`config.mk`:
```
export PLATFORM = sky130hd
export DESIGN_NAME = rx_buffer
export DESIGN_NICKNAME = d
export VERILOG_FILES = /design/src/rtl/rx_buffer.sv
export SDC_FILE = /design/constraint.sdc
export NUM_CORES = 1
export LEC_CHECK = 0
export ABC_CLOCK_PERIOD_IN_PS = 3500
export CAP_MARGIN = 20
export CORE_ASPECT_RATIO = 1.4
export CORE_UTILIZATION = 35
export DETAILED_ROUTE_END_ITERATION = 16
export MAX_ROUTING_LAYER = met4
export SYNTH_ARGS = -nofsm -noshare
export SYNTH_HDL_FRONTEND = slang
export SYNTH_SLANG_ARGS = --single-unit
```
`constraint.sdc`:
```
create_clock -name clk_i -period 3.5 [get_ports clk_i]
set_input_delay 0.525 -clock clk_i [delete_from_list [all_inputs] [get_ports clk_i]]
set_output_delay 0.525 -clock clk_i [all_outputs]
set_load 0.005 [all_outputs]
```
`src/rtl/rx_buffer.sv`:
```
// Receive FIFO between the UART receive frontend and the register interface.
// Captures one entry per valid_i rising edge, tracks sticky overrun and drives a registered irq.
module rx_buffer #(
  parameter int DEPTH = 4
) (
  input  logic                     clk_i,
  input  logic                     rst_i,
  input  logic                     cr_ds_i,
  input  logic [1:0]               cr_p_i,
  input  logic [10:0]              frame_i,
  input  logic                     parity_err_i,
  input  logic                     frame_err_i,
  input  logic                     valid_i,
  input  logic                     rd_i,
  input  logic                     flush_i,
  input  logic                     clr_ovr_i,
  output logic [8:0]               rdata_o,
  output logic                     rperr_o,
  output logic                     rferr_o,
  output logic                     empty_o,
  output logic                     full_o,
  output logic [$clog2(DEPTH):0]   count_o,
  output logic                     ovr_o,
  output logic                     irq_o
);

  localparam int AW = (DEPTH > 1) ? $clog2(DEPTH) : 1;
  localparam int CW = $clog2(DEPTH) + 1;
  localparam logic [CW-1:0] DEPTH_C = CW'(DEPTH);

  // Entry layout: {frame_err, parity_err, data[8:0]}
  logic [10:0]   mem [DEPTH];
  logic [AW-1:0] wr_ptr;
  logic [AW-1:0] rd_ptr;
  logic [CW-1:0] count_q;
  logic          valid_q;
  logic          wr_evt;
  logic          do_wr;
  logic          do_rd;
  logic          ovr_set;
  logic [10:0]   entry;
  logic [10:0]   head;
  logic          unused_frame_bits;

  // Upper frame bits carry stop/parity positions that the frontend already evaluated
  assign unused_frame_bits = ^frame_i[10:9];

  assign wr_evt  = valid_i & ~valid_q;
  assign empty_o = (count_q == '0);
  assign full_o  = (count_q == DEPTH_C);
  assign count_o = count_q;

  assign do_rd   = rd_i & ~empty_o & ~flush_i;
  assign do_wr   = wr_evt & ~flush_i & (~full_o | rd_i);
  assign ovr_set = wr_evt & ~flush_i & full_o & ~rd_i;

  assign entry = {frame_err_i,
                  parity_err_i & (|cr_p_i),
                  cr_ds_i ? frame_i[8:0] : {1'b0, frame_i[7:0]}};

  assign head    = mem[rd_ptr];
  assign rdata_o = empty_o ? 9'd0 : head[8:0];
  assign rperr_o = ~empty_o & head[9];
  assign rferr_o = ~empty_o & head[10];

  always_ff @(posedge clk_i) begin
    if (rst_i && do_wr) begin
      mem[wr_ptr] <= entry;
    end
  end

  always_ff @(posedge clk_i) begin
    if (!rst_i) begin
      wr_ptr  <= '0;
      rd_ptr  <= '0;
      count_q <= '0;
      ovr_o   <= 1'b0;
      irq_o   <= 1'b0;
      // Held high so a valid_i already asserted at reset release is not taken as an edge
      valid_q <= 1'b1;
    end else begin
      valid_q <= valid_i;
      irq_o   <= ~empty_o;

      if (flush_i) begin
        wr_ptr  <= '0;
        rd_ptr  <= '0;
        count_q <= '0;
      end else begin
        if (do_wr) wr_ptr <= wr_ptr + AW'(1);
        if (do_rd) rd_ptr <= rd_ptr + AW'(1);
        case ({do_wr, do_rd})
          2'b10:   count_q <= count_q + CW'(1);
          2'b01:   count_q <= count_q - CW'(1);
          default: count_q <= count_q;
        endcase
      end

      if (ovr_set) begin
        ovr_o <= 1'b1;
      end else if (clr_ovr_i) begin
        ovr_o <= 1'b0;
      end
    end
  end

endmodule

```
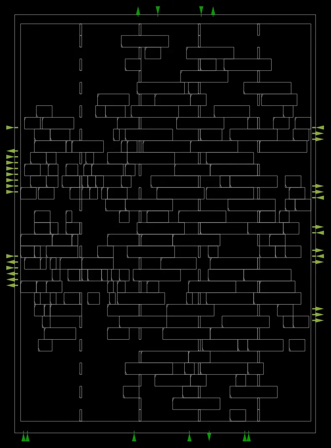
**Above:** run 1 (cell outlines without signal wires).
# Taps: 72
core area: 6254 µm²
Final Non-Filler Cells: 252
Core Util, Final: 44.90%
fill count: 575

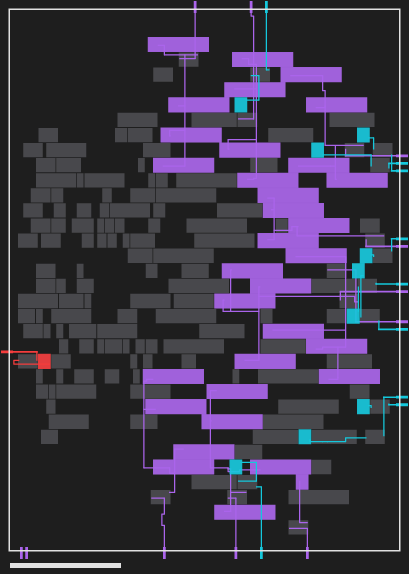
**Above:** run 1 (port wiring).
Bar = 20 µm.
| color | port | bits | direction | end cells | wire |
|---|---|---|---|---|---|
| cyan | rdata_o | 9 | output | 9 | 106 µm |
| red | full_o | 1 | output | 1 | 13.9 µm |
| purple | frame_i | 11 | input | 33 | 446 µm |
I/O pin count: 40
port buffer count: 37

==> flow_metrics.tcl, run 1 <==
# implementation run metrics
set metrics [dict create \
    run_status "finished clean" \
    internal_power_mw 0.8858 \
    comb_cells 70 \
    grtUsageTotal_pct 14.30 \
    p_clk_mw 0.333 \
    cts_root_buf "clkbuf_8" \
    synth.area.mux_share_pct 10.90 \
    cts_buffer_depth 2 \
    startpoint_type "primary input" \
    maxPowerGroup "registers" \
    htreeDepth 2 \
    p_total_mw 1.099 \
    numCtsBuffers 5 \
    power_density_nw_per_um2 391.3 \
    vias 1297 \
    dp_hpwl_um 2907 \
    worstPathCellList "clkdlybuf4s50_1, nor4b_1, nor2_1, inv_1, ha_1, inv_1, fa_1, xor2_1, or3_1, a21oi_1" \
    top_cell_area_share_pct 58.15 \
    logic_area_um2 664.4 \
    seq_area_share_pct 55.62 \
    ys_warn_count 0 \
    post_cts_buffers 0 \
    wl_met3_um 206 \
    relSlewSlack_pct 58.91 \
    skew_ns 0.006684 \
    hold_viol_final 0 \
    wl_um 4253 \
    yosys.area_share.aoi_pct 3.194 \
    ant_nets 0 \
    clk_pin_slew_ns 0.09 \
    cts_tree "done" \
    seq_power_share_pct 65.5 \
    lay_top_count "edfxtp_1" \
    final_max_slew_viol_count 0 \
    synth_seq_share_pct 68.72 \
    synth_cell_types 28 \
    gp_congestion 0.7480 \
    min_period_ns 2.772 \
    cp_num_buf_inv 3 \
    p_clk_share_pct 30.3 \
    reg2reg_depth 9 \
    grt_pass1_wl_um 7169 \
    route.met2.wl_um 2379 \
    crit_family "simple AND/OR/NAND/NOR gates" \
    fp_util_pct 36.33 \
    cts_hold_buffers 0 \
]
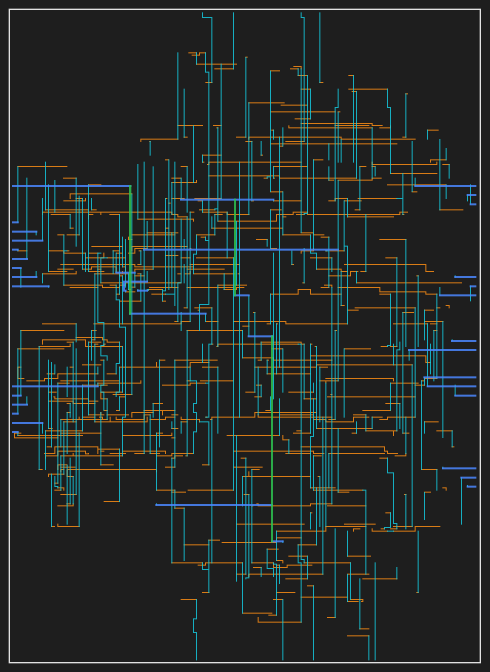
**Above:** run 1 (routed metal, one color a layer).
| color | layer | wire length |
|---|---|---|
| orange | met1 | 1,600 µm |
| cyan | met2 | 2,380 µm |
| green | met4 | 63.9 µm |
| blue | met3 | 207 µm |

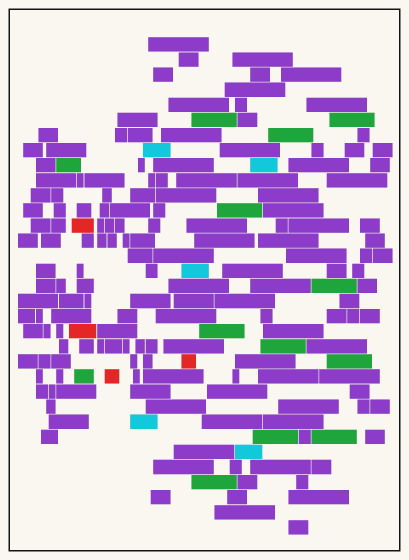
**Above:** run 1 (cells by drive strength).
| color | size | cells | most used |
|---|---|---|---|
| green | drive 2 | 13 | mux4_2 |
| purple | drive 1 or less | 158 | edfxtp_1 |
| red | drive 3 to 4 | 4 | buf_4 |
| cyan | drive 6 and up | 5 | clkbuf_8 |
Non-CTS buffers: 39
final worst slack: 0.7284 ns
Area growth syn-to-layout: 23.57%
post-route design area: 2808 µm²

## run 1: per-stage QoR
| step | instance area [µm²] | util [%] | std cells | setup WS (ns) |
|---|---|---|---|---|
| 6_report | 2808 | 44.90 | 252 | 0.7284 |
| 3_5_place_dp | 2728 | 43.62 | 244 | 0.4164 |
| 2_1_floorplan | 2272 | - | 137 | 1.226 |
| 4_1_cts | 2808 | 44.90 | 252 | 0.7261 |
| 5_1_grt | 2808 | 44.90 | 252 | 0.5097 |
| 3_3_place_gp | 2728 | 43.62 | 244 | 0.5177 |
## run 1: cells in the mapped netlist
library cell,number
a21oi_1,5
and2_1,2
and3_1,5
buf_2,1
buf_4,1
clkbuf_1,2
dfxtp_1,12
edfxtp_1,44
fa_1,1
ha_1,5
inv_1,7
mux4_2,11
nand2_1,1
nand2b_1,2
nand3_1,2
nor2_1,7
nor2b_1,12
nor3_2,1
nor3b_1,1
nor4b_1,1
o21a_1,1
o21ai_0,4
o22ai_2,1
o31ai_1,1
or3_1,2
or3b_4,1
or4b_4,1
xor2_1,3
## run 1: cells by family (layout without fill, tap and decap cells)
group	Yosys count	after routing
AND-OR/OR-AND	12	12
XOR/XNOR	3	3
adder cells (fa/ha/maj)	6	6
buffers and inverters	11	54
flip-flops	56	56
multiplexers	11	11
AND/OR/NAND/NOR	38	38
## run 1: path summary, 6_finish.rpt
check / from / to / slack, ns
setup / recovery: rd_i / count_o[2]$_SDFFE_PP0P_ / 0.73
hold / removal: rd_ptr[1]$_SDFFE_PP0P_ / register / 0.51
setup reg to reg: count_o[2]$_SDFFE_PP0P_ / count_o[2]$_SDFFE_PP0P_ / 0.97
hold reg to reg: rd_ptr[1]$_SDFFE_PP0P_ / register / 0.51
--- run 2 (diff from run 1) ---
--- a/config.mk
+++ b/config.mk
@@ -5,7 +5,7 @@
 export SDC_FILE = /design/constraint.sdc
 export NUM_CORES = 1
 export LEC_CHECK = 0
-export ABC_CLOCK_PERIOD_IN_PS = 3500
+export ABC_CLOCK_PERIOD_IN_PS = 2250
 export CAP_MARGIN = 20
 export CORE_ASPECT_RATIO = 1.4
 export CORE_UTILIZATION = 35
==> constraint.sdc (replaced) <==
create_clock -name clk_i -period 2.25 [get_ports clk_i]
set_input_delay 0.3375 -clock clk_i [delete_from_list [all_inputs] [get_ports clk_i]]
set_output_delay 0.3375 -clock clk_i [all_outputs]
set_load 0.005 [all_outputs]
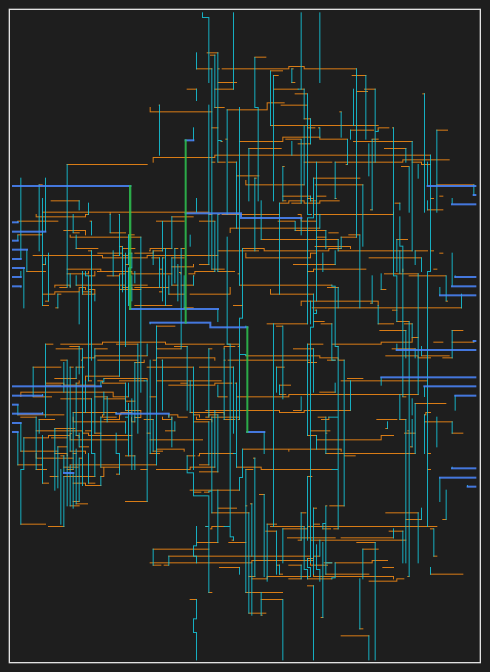
**Above:** run 2 (routed metal, one color a layer).
| color | layer | wire length |
|---|---|---|
| blue | met3 | 183 µm |
| cyan | met2 | 2,240 µm |
| green | met4 | 61.2 µm |
| orange | met1 | 1,630 µm |
wire per inst: 14.96 µm
GRT Util Overall: 13.26%

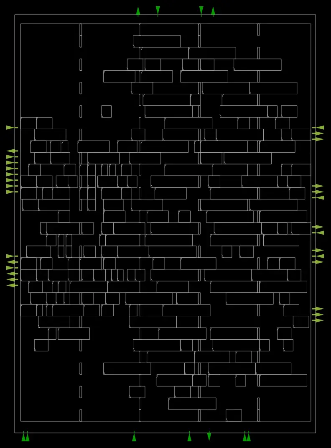
**Above:** run 2 (cell outlines without signal wires).
Final Non-Filler Cells: 275
fill count: 550

==> run 2 against run 1 <==
Worst setup slack lost 0.67 ns. Critical endpoint is now rdata_o[8]. Highest routed layer unchanged. Largest cell class unchanged. Total power up 58%. Clock-buffer cell count is 1 lower. Sequential share of layout area down 4.7 points. Cell count grew 9.1%. First-iteration DRC count increased by 21%. Critical path depth shrank 6. Flip-flop count did not move. Non-clock buffer count up 23. Largest power group unchanged.
==> flow_metrics.tcl, run 2 <==
# implementation run metrics
set metrics [dict create \
    core-area_um2 6254 \
    areaGrowthSynthToFinish_pct 35.24 \
    min_period_ns 2.191 \
    yosys.area_share.aoi_pct 3.194 \
    cts_buffer_depth 2 \
    ff_type "edfxtp_1" \
    reg2reg_depth 9 \
    common_cells "44 x edfxtp_1, 12 x dfxtp_1, 12 x nor2b_1, 11 x mux4_2" \
    numCtsBuffers 5 \
    relSlewSlack_pct 79.75 \
    top_logic_kind "multiplexers" \
    dp_hpwl_um 2900 \
    gp_congestion 0.7328 \
    cp_num_buf_inv 2 \
    run_status "finished clean" \
    ant_nets 0 \
    dp_worst_setup_slack_ns -0.4434 \
    top_cell "edfxtp_1" \
    final_max_slew_viol_count 0 \
    seq_area_share_pct 50.90 \
    cts_tree "done" \
    htreeDepth 2 \
    grt_pass1_wl_um 6617 \
    top_cell_area_share_pct 58.15 \
    comb_area_share_pct 22.19 \
    wl_um 4115 \
    comb_cells 70 \
    critPathMaxStageDelay_ns 0.48 \
    cts_root_buf "clkbuf_8" \
    logic_area_um2 681.9 \
    io_buffers 37 \
    power_density_nw_per_um2 565.6 \
    clk_pin_slew_ns 0.09 \
    lay_top_count "edfxtp_1" \
    vias 1355 \
    fp_util_pct 36.33 \
    edf_count 44 \
    hold_viol_final 0 \
    ios 40 \
    postPlaceCellArea_um2 2910 \
    synth.area.mux_share_pct 10.90 \
    worstPathCellList "buf_12, mux4_2, nor2b_1, clkdlybuf4s50_1" \
    ys_warn_count 0 \
    ys_async_sr_fraction_pct 0 \
]
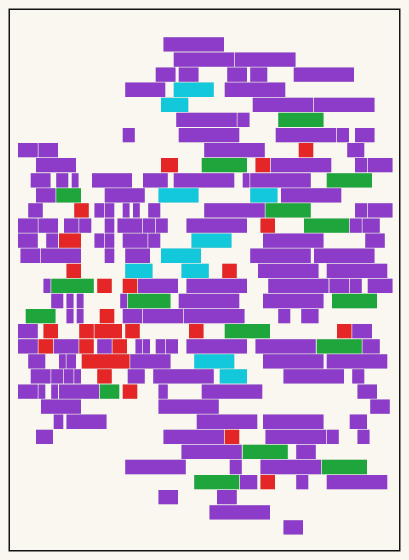
**Above:** run 2 (cells by drive strength).
Non-CTS buffers: 62
post-route design area: 3073 µm²

run 2: cell counts after synthesis:
No cell type changed its count.
run 2: cells by family (layout without fill, tap and decap cells):
logic type | after synthesis | after routing
xor+xnor | 3 | 3
flops | 56 | 56
buf+inv | 11 | 77
fa+ha+maj | 6 | 6
simple gates | 38 | 38
mux | 11 | 11
compound gates | 12 | 12
run 2: per-layer routing:
layer  GRT usage [%]  part of all wire, %  wire length, µm  up-vias
li1                -                    -                -      644
met1           13.41                   40             1631      666
met2           24.33                   54             2239       38
met3           3.320                  4.4              183        7
met4           4.615                  1.5               61        0
met5               -                    0                0        -
run 2: metrics by stage:
stage,power [mW],util (%),cells
5_1_grt,1.798,49.14,275
3_5_place_dp,1.222,46.54,260
2_1_floorplan,1.162,-,137
3_3_place_gp,1.218,46.54,260
6_report,1.738,49.14,275
4_1_cts,1.753,47.94,268
run 2: what timing repair did:
| item | 4_1_cts | 5_1_grt |
|---|---|---|
| hold buffers | 0 | 0 |
| buffers inserted | 0 | 7 |
| resized | 9 | 7 |
| pin swaps | 0 | 1 |
| hold endpoints to repair | 0 | 0 |
| setup endpoints to repair | 12 | 5 |
run 2: final timing paths:
check | end | slack [ns] | startpoint
worst max-delay path | rdata_o[8] | 0.06 | register
worst max register to register | count_o[2]$_SDFFE_PP0P_ | 0.10 | count_o[1]$_SDFFE_PP0P_
worst min register to register | wr_ptr[1]$_SDFFE_PP0P_ | 0.53 | wr_ptr[1]$_SDFFE_PP0P_
worst min-delay path | wr_ptr[1]$_SDFFE_PP0P_ | 0.53 | wr_ptr[1]$_SDFFE_PP0P_
run 2: report_power, final:
group	switching (mW)	leakage, nW	internal, mW
Clock	0.319	0.0414	0.222
Combinational	0.0297	0.581	0.0488
Sequential	0.00170	0.495	1.12
Total	0.350	1.12	1.39
--- run 3 (diff from run 2) ---
--- a/config.mk
+++ b/config.mk
@@ -7,7 +7,8 @@
 export LEC_CHECK = 0
 export ABC_CLOCK_PERIOD_IN_PS = 2250
 export CAP_MARGIN = 20
-export CORE_ASPECT_RATIO = 1.4
+export CORE_ASPECT_RATIO = 0.75
+export CORE_MARGIN = 2
 export CORE_UTILIZATION = 35
 export DETAILED_ROUTE_END_ITERATION = 16
 export MAX_ROUTING_LAYER = met4
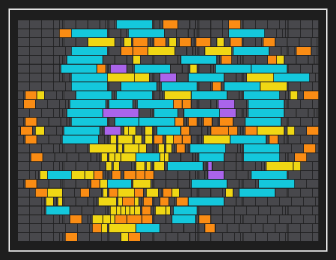
**Above:** run 3 (placed cells, one color a class).
Fill, decap, tap and diode cells in gray.
| color | class | cells | share of their area |
|---|---|---|---|
| purple | clock drivers and dummy loads | 8 | 3.9% |
| yellow | all other logic | 77 | 23% |
| orange | other buffers and delay cells | 67 | 21% |
| cyan | flops | 56 | 52% |

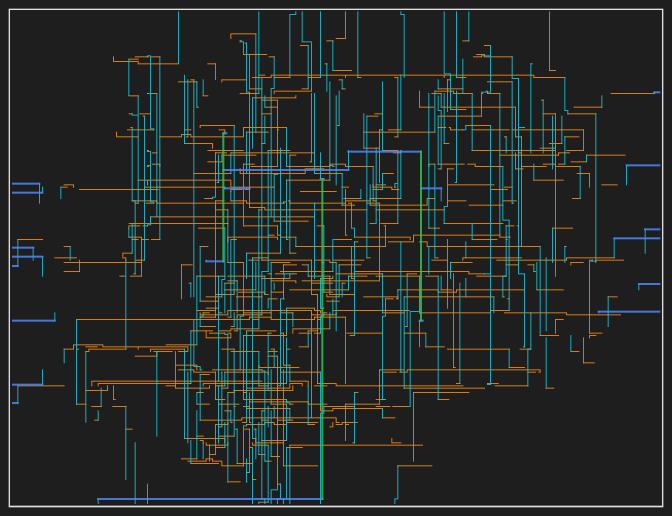
**Above:** run 3 (routed metal, one color a layer).
total wire length: 4333 µm
GRT Util Overall: 13.49%
Vias: 1,360
wire per inst: 14.99 µm

==> run 3 against run 2 <==
Clock power is 24% higher. Sequential power barely moved. Combinational power is 1% higher. Worst setup slack better by 0.024 ns. Clock skew decreased by 0.0050 ns. Cell count grew 5.1%. Hold slack lost 0.024 ns. Synthesized cell count did not move. Critical path depth grew 1.
==> flow_metrics.tcl, run 3 <==
# implementation run metrics
set metrics [dict create \
    common_cells "44 x edfxtp_1, 12 x dfxtp_1, 12 x nor2b_1, 11 x mux4_2" \
    cts_root_buf "clkbuf_8" \
    ios 40 \
    run_status "finished clean" \
    ys_async_sr_fraction_pct 0 \
    edf_count 44 \
    dp_hpwl_um 3099 \
    clk_pin_slew_ns 0.09 \
    cts_resized 8 \
    seq_area_share_pct 50.36 \
    hold_viol_final 0 \
    p_clk_share_pct 35.8 \
    cts_tree "done" \
    comb_cells 70 \
    grt_pass1_wl_um 7003 \
    power_density_nw_per_um2 601.7 \
    relSlewSlack_pct 76.68 \
    areaGrowthSynthToFinish_pct 36.56 \
    cts_buffer_depth 2 \
    swShare_pct 18.34 \
    cp_num_buf_inv 3 \
    reg2reg_depth 9 \
    cts_hold_buffers 0 \
]
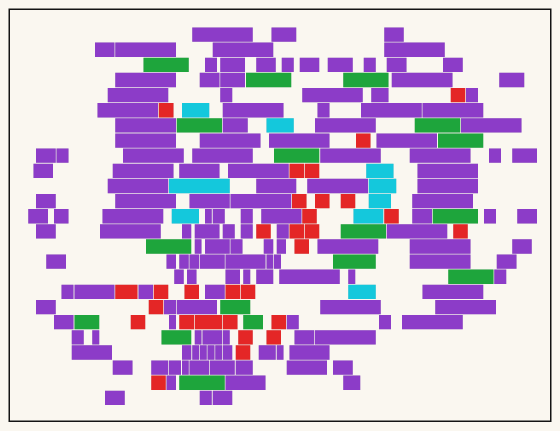
**Above:** run 3 (cells by drive strength).
| color | size | cells | most used |
|---|---|---|---|
| purple | drive 1 or less | 152 | edfxtp_1 |
| cyan | drive 6 and up | 9 | clkbuf_8 |
| red | drive 3 to 4 | 30 | buf_4 |
| green | drive 2 | 17 | mux4_2 |

[run 3: power by group through the flow]
stage | clock network, mW | registers (mW) | logic [mW]
final | 0.669 | 1.12 | 0.0793
after global routing | 0.721 | 1.12 | 0.0873
after CTS | 0.681 | 1.12 | 0.0794
after detailed placement | 0 | 1.14 | 0.0791
after global placement | 0 | 1.14 | 0.0766
after floorplan | 0 | 1.14 | 0.0193
[run 3: how the worst max path moves through the flow]
stage / from / end / slack, ns / cells past startpoint
finish: register / rperr_o / 0.08 / 5
global route: valid_i / count_o[2]$_SDFFE_PP0P_ / 0.003 / 10
CTS: register / rdata_o[2] / 0.005 / 4
detailed placement: rd_i / count_o[2]$_SDFFE_PP0P_ / -0.36 / 10
global placement: rd_i / count_o[2]$_SDFFE_PP0P_ / -0.26 / 10
floorplan: count_o[2]$_SDFFE_PP0P_ / count_o[2]$_SDFFE_PP0P_ / 0.08 / 9
[run 3: metrics by stage]
stage	cells	area (µm²)	util [%]	hold WS, ns	setup TNS, ns
2_1_floorplan	137	2272	-	0.4105	0
3_3_place_gp	275	2904	46.19	0.4817	-0.3189
3_5_place_dp	275	2904	46.19	0.4936	-0.5012
4_1_cts	284	3043	48.40	0.5064	0
5_1_grt	289	3103	49.35	0.5631	0
6_report	289	3103	49.35	0.5013	0
[run 3: worst reg2reg max path, cell delays in order (launching register included)]
cell and delay (ns):
dfxtp_1 0.34, nor4b_2 0.33, nor2_1 0.11, inv_1 0.07
ha_2 0.17, inv_1 0.05, fa_2 0.33, xor2_1 0.15
or3_1 0.31, a21oi_1 0.13
[run 3: layer usage]
layer	vias up	track usage, %	wire length, µm
met5	-	-	0
met4	0	6.573	91
met3	8	2.950	126
met2	24	24.07	2332
met1	675	14.59	1782
li1	653	-	-
Power and IR drop assume default switching activity.
